## config.mk

```make
export PLATFORM = sky130hd
export DESIGN_NAME = mux_na1_rr
export DESIGN_NICKNAME = d
export VERILOG_FILES = /design/src/rtl/mux_pkg.sv /design/src/rtl/rr_arbiter.sv /design/src/rtl/mux_na1_rr.sv
export SDC_FILE = /design/constraint.sdc
export NUM_CORES = 1
export LEC_CHECK = 0
export CORE_MARGIN = 2
export CORE_UTILIZATION = 42
export DETAILED_ROUTE_END_ITERATION = 8
export GPL_TIMING_DRIVEN = 0
export HOLD_SLACK_MARGIN = 0.12
export PLACE_DENSITY_LB_ADDON = 0.15
export SLEW_MARGIN = 0
export SYNTH_ARGS = -nofsm -noshare
export SYNTH_HDL_FRONTEND = slang
export SYNTH_SLANG_ARGS = --single-unit
```

## constraint.sdc

```tcl
create_clock -name clk -period 8.1 [get_ports clk]
set_input_delay 0.81 -clock clk [delete_from_list [all_inputs] [get_ports clk]]
set_output_delay 0.81 -clock clk [all_outputs]
set_load 0.03 [all_outputs]
```

## src/rtl/mux_pkg.sv

```systemverilog
// Shared constants for the N-to-1 registered channel multiplexer family.
package mux_pkg;
    localparam logic MODE_EXT      = 1'b0;
    localparam logic MODE_RR       = 1'b1;
    localparam int   DEFAULT_DATA_W = 8;
    localparam int   CNT_W          = 16;
endpackage

```

## src/rtl/rr_arbiter.sv

```systemverilog
// Round-robin arbiter: grants the first requester at or after ptr, searching cyclically.
module rr_arbiter #(
    parameter  int N_CH  = 4,
    localparam int SEL_W = $clog2(N_CH)
) (
    input  logic [N_CH-1:0]  req,
    input  logic [SEL_W-1:0] ptr,
    output logic [N_CH-1:0]  gnt,
    output logic [SEL_W-1:0] idx
);
    int   c;
    logic found;

    always_comb begin
        gnt   = '0;
        idx   = '0;
        found = 1'b0;
        c     = 0;
        for (int i = 0; i < N_CH; i++) begin
            // ptr is always < N_CH, so a single wrap subtraction suffices
            c = int'(ptr) + i;
            if (c >= N_CH) begin
                c = c - N_CH;
            end
            if (!found && req[c]) begin
                gnt[c] = 1'b1;
                idx    = c[SEL_W-1:0];
                found  = 1'b1;
            end
        end
    end
endmodule

```

## src/rtl/mux_na1_rr.sv

```systemverilog
// N-to-1 registered mux with valid/ready handshake, external or round-robin selection.
// Optional transfer counter output enabled by defining MUX_NA1_CNT_EN.
module mux_na1_rr
    import mux_pkg::*;
#(
    parameter  int N_CH   = 4,
    parameter  int DATA_W = DEFAULT_DATA_W,
    localparam int SEL_W  = $clog2(N_CH)
) (
    input  logic                     clk,
    input  logic                     reset_L,
    input  logic                     mode,
    input  logic [SEL_W-1:0]         selector,
    input  logic [N_CH-1:0]          valid_in,
    input  logic [N_CH*DATA_W-1:0]   data_in,
    output logic [N_CH-1:0]          ready_in,
    input  logic                     ready_out,
    output logic                     valid_out,
    output logic [DATA_W-1:0]        data_out,
    output logic [SEL_W-1:0]         sel_out
`ifdef MUX_NA1_CNT_EN
    ,
    output logic [CNT_W-1:0]         xfer_count
`endif
);
    logic [DATA_W-1:0] ch_data [N_CH];
    logic [N_CH-1:0]   ext_gnt;
    logic [N_CH-1:0]   rr_gnt;
    logic [SEL_W-1:0]  rr_idx;
    logic [N_CH-1:0]   gnt;
    logic [SEL_W-1:0]  g_idx;
    logic              free;
    logic              xfer;

    logic              valid_out_reg;
    logic [DATA_W-1:0] data_out_reg;
    logic [SEL_W-1:0]  sel_out_reg;
    logic [SEL_W-1:0]  ptr_reg;
    logic [SEL_W-1:0]  ptr_next;

    // Out-of-range selector values match no channel and therefore grant nothing
    for (genvar gi = 0; gi < N_CH; gi++) begin : g_ch
        assign ch_data[gi] = data_in[gi*DATA_W +: DATA_W];
        assign ext_gnt[gi] = valid_in[gi] && (selector == SEL_W'(gi));
    end

    rr_arbiter #(.N_CH(N_CH)) u_rr_arbiter (
        .req (valid_in),
        .ptr (ptr_reg),
        .gnt (rr_gnt),
        .idx (rr_idx)
    );

    assign free     = !valid_out_reg || ready_out;
    assign gnt      = (mode == MODE_RR) ? rr_gnt : ext_gnt;
    assign g_idx    = (mode == MODE_RR) ? rr_idx : selector;
    assign ready_in = (reset_L && free) ? gnt : '0;
    assign xfer     = |(ready_in & valid_in);
    assign ptr_next = (g_idx == SEL_W'(N_CH - 1)) ? '0 : g_idx + 1'b1;

    always_ff @(posedge clk or negedge reset_L) begin
        if (!reset_L) begin
            valid_out_reg <= 1'b0;
            data_out_reg  <= '0;
            sel_out_reg   <= '0;
            ptr_reg       <= '0;
        end else if (xfer) begin
            valid_out_reg <= 1'b1;
            data_out_reg  <= ch_data[g_idx];
            sel_out_reg   <= g_idx;
            if (mode == MODE_RR) begin
                ptr_reg <= ptr_next;
            end
        end else if (ready_out) begin
            valid_out_reg <= 1'b0;
        end
    end

    assign valid_out = valid_out_reg;
    assign data_out  = data_out_reg;
    assign sel_out   = sel_out_reg;

`ifdef MUX_NA1_CNT_EN
    logic [CNT_W-1:0] cnt_reg;

    always_ff @(posedge clk or negedge reset_L) begin
        if (!reset_L) begin
            cnt_reg <= '0;
        end else if (xfer && (cnt_reg != '1)) begin
            cnt_reg <= cnt_reg + 1'b1;
        end
    end

    assign xfer_count = cnt_reg;
`endif
endmodule

```

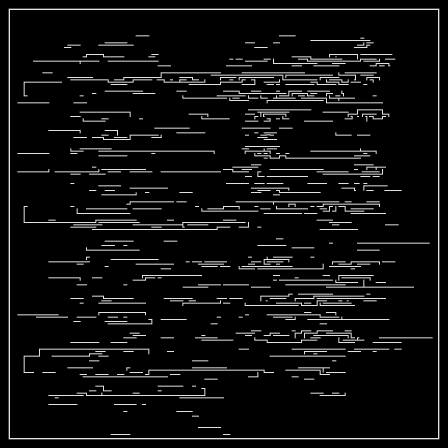
Fig. 1. The metal 1 layer.
share of all routed wire: 39%
nets with wire on the layer: 222
main direction: horizontal
DRT Wirelength: 4.05 mm
total number of vias: 1469
met1 GRT Util: 22.7%

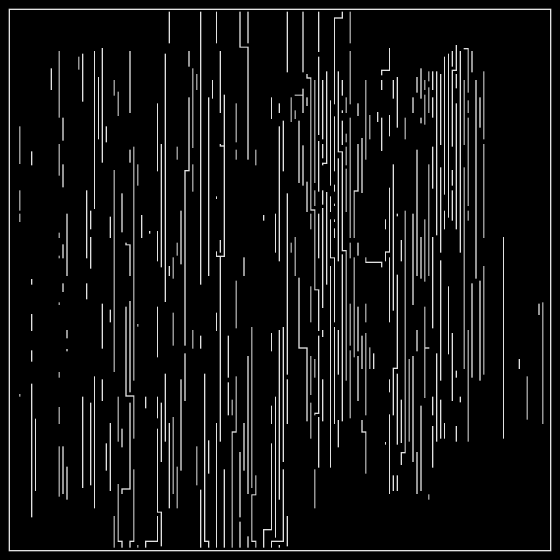
Fig. 2. Met2 routing.
longest straight run: 31.8 µm
main direction: vertical
wire length on this layer: 2140 µm
share of all routed wire: 53%
nets with wire on the layer: 229
GR Layer Usage met2: 40.6%

==> results.toml <==
# implementation run metrics
[synth]
top_cells_by_area = "dfrtp_1 (22%), mux2i_1 (17%), mux2_2 (7.7%)"
synth-seq-cells = 13
ys_cells = 162
ys_seq_share_pct = 22.1
syn_area_um2 = 1470
yosysWarnings = 0
ff_type = "dfrtp_1"
yosysUniqueCellTypes = 47
async_flop_share_pct = 100
ys_chip_area_um2 = 1470
syn-instance-count = 162
avgSynthCellArea_um2 = 9.08
synth_top_cell_by_area = "dfrtp_1"
synth-edff-count = 0
fp_nets = 209
yosysTopAreaCellShare_pct = 22.1

[critical_path]
startpoint_type = "input port"
required_ns = 7.29
slowest_delay_ns = 0.68
worst_path_max_delay_cell = "clkdlybuf4s50_1"
path_max_fanout = 10
crit_type = "input port to primary output"
crit_chain = "clkdlybuf4s50_1, clkbuf_1, or3b_1, o21ai_1, a221oi_1, mux2_2, nor2_1, clkdlybuf4s50_1"
crit_family = "buffers and inverters"
setup.worst_path.end_class = "primary output"
path_common_cell = "clkdlybuf4s50_1"
arrival_ns = 3.63
critPathBufInv = 3

[timing]
fin_ws_ns = 3.66
period_minus_slack_ns = 4.44
setup_viol = 0
drv_slew = 0
hold_ws_ns = 0.492
rsz0062_at_grt = "false"
slew_headroom_pct = 57.3
tns_ns = 0
fmaxAchievable_mhz = 225
finalHoldViolations = 0
fin_crit_sh_pct = 54.8
tightestPinTransition_ns = 0.640
finalClockSkew_ns = 0.00143

[floorplanning]
die_h_um = 63.2
fp.coreArea_um2 = 3340
io_pins = 57
fp-row-count = 21
chipArea_um2 = 3990
die_w_um = 63.2
initCoreUtil_pct = 44.1

[cts]
cts_tree = "yes"
cts_max_path_buffers = 2
cts_setup_buffers = 0
cts.repair.resized = 0
cts_max_level = 1
cts.sinks = 13
path_clk_slew_ns = 0.08
clock-root-buffer = "clkbuf_4"
insertion_delay_ns = 0.28
cts_inserted_buffers = 3
hold_buffers = 0

[route]
drc = 0
drtIter0Drc = 119
dr.pass1.iters = 4
ant_nets = 0
wire_per_inst_um = 15.2
via_per_inst = 5.52

[finish]
stdcell_area_um2 = 2090
layout-drive-gt1-share_pct = 12.7
nets = 268
lay_top_count = "clkdlybuf4s50_1"
fillers = 328
most-common-layout-cells = "clkdlybuf4s50_1 (54), mux2i_1 (25), nor2_1 (13), dfrtp_1 (13), mux2_2 (10)"
regArea_um2 = 325
syn_to_final_growth_pct = 42.5
diodes = 0
layout.cells.non_filler = 266
largest_reg_flops = 8
utilization_pct = 62.8
combGateArea_um2 = 1050

[power_and_ir_drop]
ir_drop_v = 0.000183
power_density_nw_per_um2 = 312
p_leak_nw = 0.882
p_total_uw = 653

[grt]
grt_max_degree = 16
grt_pass1_wl_mm = 6.71
grt.overflow.total = 0
grt.total_usage_pct = 20.9
first_global_vias = 1472
antenna_found_initial = 0

[worst_hold_path]
hold_class = "flop to flop"

[place]
dp_hpwl_mm = 3.31
placed_cells = 262
pre_cts_slack_ns = 3.67
place.port_buffers = 54
gp_congestion = 0.861
place_area_um2 = 2070

[flow_run]
max-cap-violations = 0
warnings = 29

[status]
status = "finished clean"
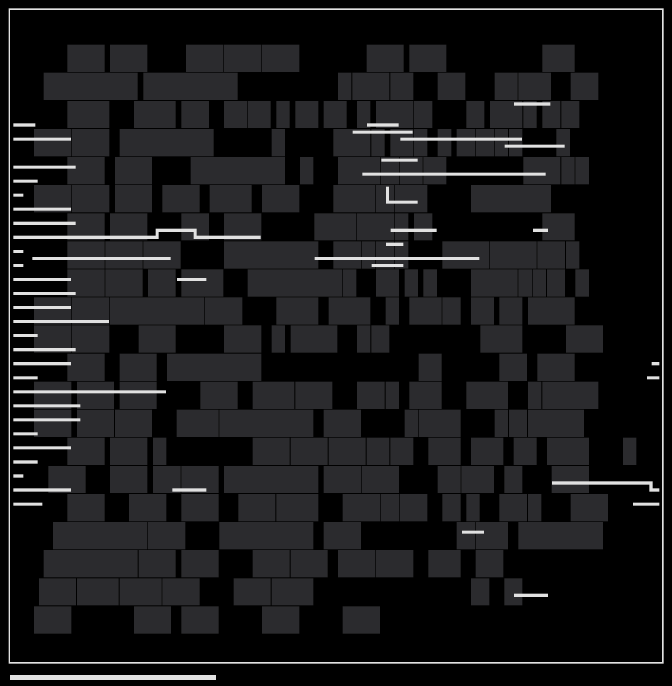
Fig. 3. Met3 routing.
The bar under the picture is 20 µm long.
nets with wire on the layer: 46
share of all routed wire: 6.3%
M3 GR Usage: 2.50%

[cells by family after synthesis]
family / Yosys count / synth area share (%)
DFF: 13 / 22.1
buffers and inverters: 19 / 6.55
adders and majority gates: 5 / 4.26
muxes: 45 / 33.6
AOI/OAI and AO/OA: 31 / 15.7
and+or+nand+nor: 49 / 17.7
[power by group]
| group | internal [mW] | switching [mW] | total [mW] |
|---|---|---|---|
| logic | 0.232 | 0.262 | 0.494 |
| registers | 0.0987 | 0.0187 | 0.117 |
| clock network | 0.0191 | 0.0222 | 0.0413 |
[worst reg2reg max path: stages (launching register included)]
cell	delay (ns)
dfrtp_1	0.40
buf_4	0.19
inv_2	0.07
ha_1	0.40
or3b_1	0.37
o21ai_1	0.40
a221oi_1	0.21
o32a_1	0.39
nand4_1	0.12
buf_4	0.21
mux2_2	0.35
[layer usage]
layer	part of all wire, %	GRT usage [%]
met1	39	22.7
met2	53	40.6
met3	6.3	2.50
met4	1.7	7.78
met5	0	0
[cell usage after synthesis, types with 2 or more instances]
cell / count
buf_2: 2
ha_1: 5
nand2b_1: 6
clkbuf_1: 3
mux2_2: 10
a211oi_1: 2
nand2_1: 9
nor2_1: 13
mux2_4: 2
inv_2: 3
o21ai_1: 2
inv_1: 4
a221oi_1: 3
o21ai_0: 3
buf_4: 4
a31oi_1: 2
nor2b_1: 3
o31ai_1: 2
nand4_1: 3
nor3_1: 2
mux2_1: 7
dfrtp_1: 13
mux2i_1: 25
nand3_1: 4
a21oi_1: 7
and3b_1: 2
[layout make-up]
class / count / share of cell area [%]
Buffer: 11 / 3.17
Multi-Input combinational cell: 130 / 50.1
Sequential cell: 13 / 15.5
Clock buffer: 4 / 1.25
Inverter: 8 / 1.43
Tap cell: 46 / 2.75
Timing Repair Buffer: 54 / 25.8
[path summary, 6_finish.rpt]
check / from / end / slack [ns] / cells past startpoint
max: valid_in[3] / ready_in[2] / 3.66 / 8
max in group asynchronous: reset_L / data_out[2] / 6.79 / 1
min: sel_out[0] / sel_out[0] / 0.49 / 1
max reg2reg: ptr_reg[0] / data_out[2] / 4.89 / 10
min in group asynchronous: reset_L / data_out[4] / 0.91 / 1
min reg2reg: sel_out[0] / sel_out[0] / 0.49 / 1
